**config.mk**
```make
export PLATFORM = sky130hd
export DESIGN_NAME = fetch_stage
export DESIGN_NICKNAME = d
export VERILOG_FILES = /design/src/rtl/fetch_stage.sv
export SDC_FILE = /design/constraint.sdc
export NUM_CORES = 1
export LEC_CHECK = 0
export ABC_AREA = 1
export CAP_MARGIN = 30
export CELL_PAD_IN_SITES_DETAIL_PLACEMENT = 1
export CELL_PAD_IN_SITES_GLOBAL_PLACEMENT = 1
export CORE_MARGIN = 5
export CORE_UTILIZATION = 27
export DETAILED_ROUTE_END_ITERATION = 8
export PLACE_DENSITY = 0.76
export SLEW_MARGIN = 20
export SYNTH_ARGS = -nofsm -noshare
export SYNTH_HDL_FRONTEND = slang
export SYNTH_SLANG_ARGS = --single-unit
```
**constraint.sdc**
```tcl
create_clock -name clk -period 1.3 [get_ports clk]
set_clock_uncertainty 0.15 [all_clocks]
set_input_delay 0.325 -clock clk [delete_from_list [all_inputs] [get_ports clk]]
set_output_delay 0.325 -clock clk [all_outputs]
set_load 0.01 [all_outputs]
```
**src/rtl/fetch_stage.sv**
```systemverilog
// fetch_stage: PC owner and IF/ID register with branch redirect/flush, stall and halt.
// Optional perf counters fetch_cnt/bubble_cnt are built when FETCH_PERF_COUNT_EN is defined.
module fetch_stage #(
  parameter int bus = 4,
  parameter int INSTR_W = 16,
  parameter logic [INSTR_W-1:0] NOP_WORD = '0
) (
  input  logic               clk,
  input  logic               rst,
  input  logic               stall,
  input  logic               halt_req,
  input  logic [bus-1:0]     jumpAddress,
  input  logic               NOP,
  output logic [bus-1:0]     imem_addr,
  input  logic [INSTR_W-1:0] imem_data,
  output logic [INSTR_W-1:0] instr_out,
  output logic [bus-1:0]     pc_out,
  output logic               valid_out,
  output logic               halted
`ifdef FETCH_PERF_COUNT_EN
  ,
  output logic [15:0]        fetch_cnt,
  output logic [15:0]        bubble_cnt
`endif
);
  typedef enum logic [1:0] {BOOT, RUN, FLUSH, HALT} state_t;
  state_t state_q, state_d;
  logic [bus-1:0] pc_q, pc_d, pc_out_q, pc_out_d;
  logic [INSTR_W-1:0] instr_q, instr_d;
  logic valid_q, valid_d, halted_q, halted_d;
  always_comb begin
    state_d = state_q;
    pc_d = pc_q;
    pc_out_d = pc_out_q;
    instr_d = instr_q;
    valid_d = valid_q;
    halted_d = halted_q;
    case (state_q)
      BOOT: state_d = RUN;
      RUN:
        if (NOP && valid_q) begin
          pc_d = jumpAddress;
          instr_d = NOP_WORD;
          valid_d = 1'b0;
          state_d = FLUSH;
        end else if (halt_req) begin
          valid_d = 1'b0;
          halted_d = 1'b1;
          state_d = HALT;
        end else if (!stall) begin
          instr_d = imem_data;
          pc_out_d = pc_q;
          valid_d = 1'b1;
          pc_d = pc_q + 1'b1;
        end
      FLUSH: begin
        instr_d = NOP_WORD;
        pc_out_d = pc_q;
        valid_d = 1'b0;
        state_d = RUN;
      end
      default: ;
    endcase
  end
  always_ff @(posedge clk) begin
    if (rst) begin
      state_q <= BOOT;
      pc_q <= '0;
      pc_out_q <= '0;
      instr_q <= NOP_WORD;
      valid_q <= 1'b0;
      halted_q <= 1'b0;
    end else begin
      state_q <= state_d;
      pc_q <= pc_d;
      pc_out_q <= pc_out_d;
      instr_q <= instr_d;
      valid_q <= valid_d;
      halted_q <= halted_d;
    end
  end
  assign imem_addr = pc_q;
  assign instr_out = instr_q;
  assign pc_out = pc_out_q;
  assign valid_out = valid_q;
  assign halted = halted_q;
`ifdef FETCH_PERF_COUNT_EN
  // Counters track IF/ID loads: real fetches vs. redirect/flush bubbles.
  logic load_valid, load_bubble;
  logic [15:0] fetch_cnt_q, fetch_cnt_d, bubble_cnt_q, bubble_cnt_d;
  assign load_valid = state_q == RUN && !(NOP && valid_q) && !halt_req && !stall;
  assign load_bubble = state_q == FLUSH || (state_q == RUN && NOP && valid_q);
  always_comb begin
    fetch_cnt_d = fetch_cnt_q + 16'(load_valid && ~&fetch_cnt_q);
    bubble_cnt_d = bubble_cnt_q + 16'(load_bubble && ~&bubble_cnt_q);
  end
  always_ff @(posedge clk) begin
    if (rst) begin
      fetch_cnt_q <= '0;
      bubble_cnt_q <= '0;
    end else begin
      fetch_cnt_q <= fetch_cnt_d;
      bubble_cnt_q <= bubble_cnt_d;
    end
  end
  assign fetch_cnt = fetch_cnt_q;
  assign bubble_cnt = bubble_cnt_q;
`endif
endmodule

```
==> images/metal_density.png <==
Drawn at 4 px/µm. The die is cut into 16 by 16 equal tiles; white is low, dark blue is high, scaled to the fullest tile. Values are wire area over tile area, all layers added.
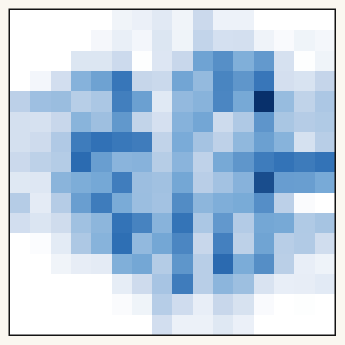
The mean over all tiles is 0.11. The emptiest ninth of the die: lower left. 19% of the tiles are nearly empty. The fullest tile reaches 0.39. 22% of the tiles are over half the peak.

==> images/clk_routes.png <==
Drawn at 6 px/µm.
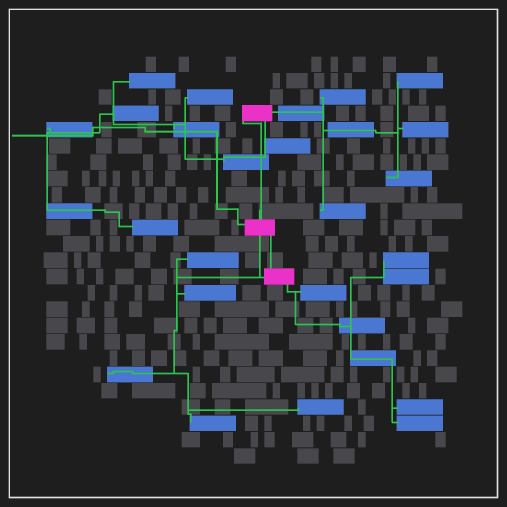
flip-flops: marked blue, count 28. clock drivers: marked magenta, count 3. clock wires: marked green, length 405 µm.
There are 4 routed clock nets.
clock group share of total power: 0.195
worst skew pair latency: 0.28 ns
Clock net power: 0.000631 W

==> images/io_fan.png <==
Drawn at 6 px/µm.
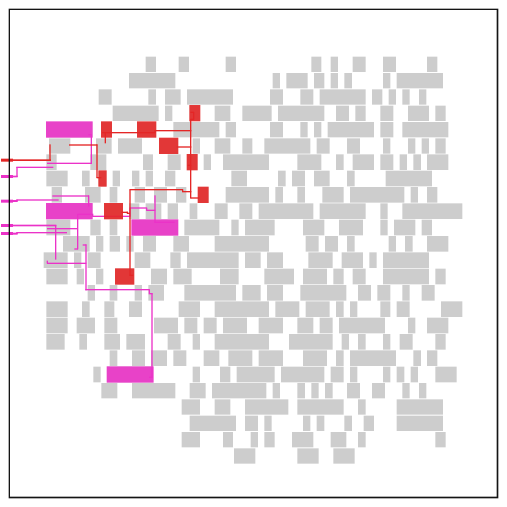
`imem_addr`: marked magenta, bits 4, direction output, edge left, end cells 4, wire 133 µm. `rst`: marked red, bits 1, direction input, edge left, end cells 9, wire 82.3 µm.
port buffer count: 50
I/O Pins: 51

==> impl_metrics.ini <==
; yosys + openroad results
[sta]
drv_slew = 0
rsz0062_at_grt = yes
worst-slew-pin-transition_ns = 0.320
fmax_ghz = 0.700
slew_headroom = 0.786
setup_slack_ns = -0.128
setup_viol = 28

[synth]
ys_top_cells_by_count = nand2_1, nor2_1, dfxtp_1, a21oi_1, nand3_1
synthAoiAreaFrac = 0.0815
syn_area_um2 = 1370
ys_async_sr_fraction = 0
ys_sh_simple = 0.386
yosys_warnings = 0
ys.flops = 28
ys_cells = 198
top_area_frac = 0.410
synth_cells = 198
ys_area_um2 = 1370
synth_cell_types = 21
synthTopLogicFamily = simple AND/OR/NAND/NOR gates

[detailed_routing]
drtIter0Drc = 35
route.met2.wl_um = 2570
routed-wl-met3_um = 215
finalWirelength_um = 4770
via_count = 1558

[clock_network]
hold_buffers = 0
cts_setup_buffers = 9
cts_max_path_buffers = 2
cts_sinks = 28

[hold_path]
holdPathEnd = halted

[grt]
grt.overflow.total = 0
grt_pass1_wl_um = 7340

[worst_setup_path]
rrSetupSlack_ns = -0.13
crit_start = state_q[0]
crit_type = flip-flop to flip-flop
crit_arrival_ns = 1.46
start_kind = flip-flop
r2r_start = state_q[0]
cp_data_required_time_ns = 1.33
cp_slowest_stage_delay_ns = 0.40

[die]
coreArea_um2 = 4820
die-area_um2 = 6580
die.size.y_um = 81.1

[run_status]
status = finished with violations
violations = negative setup slack

[run]
cap_violations = 0

[power]
power_leakage_nw = 1.14
p_switching_w = 0.00115
vdd_drop_max_v = 0.000534

[finish]
fin_area_um2 = 2470

[placed_design]
placed_area_um2 = 2140
==> images/logic_types.png <==
Drawn at 4 px/µm.
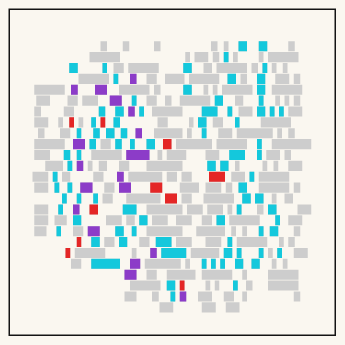
NAND gates: marked cyan, cells 85. inverting AOI/OAI gates: marked purple, cells 18. inverters: marked red, cells 10.
Top cell excl fill/tap: nand2_1
Final Non-Filler Cells: 345
Comb/total area: 0.370

==> images/congestion.png <==
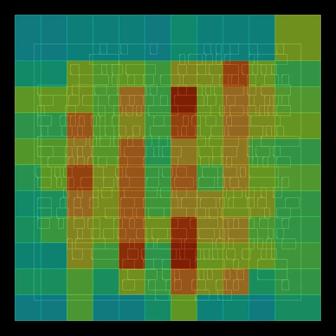
All-Layer GR Usage: 0.142
most used routing layer: met2

[through the flow]
step                std cells  hold WS, ns  TNS (ns)  worst slack (ns)  total power (W)
floorplan                 198        0.333         0           0.00246          0.00172
detailed placement        330        0.307    -13.05            -0.494          0.00227
global route              345        0.345     -3.91            -0.184          0.00345
CTS                       344        0.318     -2.13           -0.0982          0.00306
global placement          330        0.304    -11.90            -0.438          0.00224
finish                    345        0.313     -2.37            -0.128          0.00324
[cell usage in the layout, fill, tap and decap left out, types with 3 or more instances in the layout]
| cell | n |
|---|---|
| a21oi_1 | 6 |
| a21oi_2 | 5 |
| buf_12 | 4 |
| buf_2 | 24 |
| buf_4 | 22 |
| buf_6 | 7 |
| clkbuf_8 | 3 |
| clkdlybuf4s50_1 | 21 |
| dfxtp_2 | 26 |
| dlygate4sd2_1 | 3 |
| ha_4 | 4 |
| inv_2 | 3 |
| nand2_1 | 41 |
| nand2_2 | 29 |
| nand2_4 | 3 |
| nand3_1 | 7 |
| nor2_1 | 34 |
| nor2_2 | 5 |
| nor2_4 | 3 |
[registers in the layout, indices dropped and copies added, names as in the netlist]
register / cells
instr_out: 16
state_q: 2
pc_out: 4
halted: 1
imem_addr: 4
valid_out: 1
[worst max-delay path by stage]
stage          depth (start not counted)             to
4_1_cts                                8  instr_out[10]
3_3_place_gp                           8   instr_out[6]
2_1_floorplan                          8  instr_out[12]
5_1_grt                                8  instr_out[10]
3_5_place_dp                           7     state_q[1]
6_report                               7  instr_out[10]
[area by class of cell]
| class | count | area, µm² |
|---|---|---|
| Clock buffer | 4 | 66.3 |
| Multi-Input combinational cell | 152 | 913 |
| Fill cell | 614 | 2350 |
| Timing Repair Buffer | 84 | 744 |
| Inverter | 10 | 60.1 |
| Tap cell | 67 | 83.8 |
| Sequential cell | 28 | 601 |
No activity file was given, so power comes from the tool's default toggle rates.
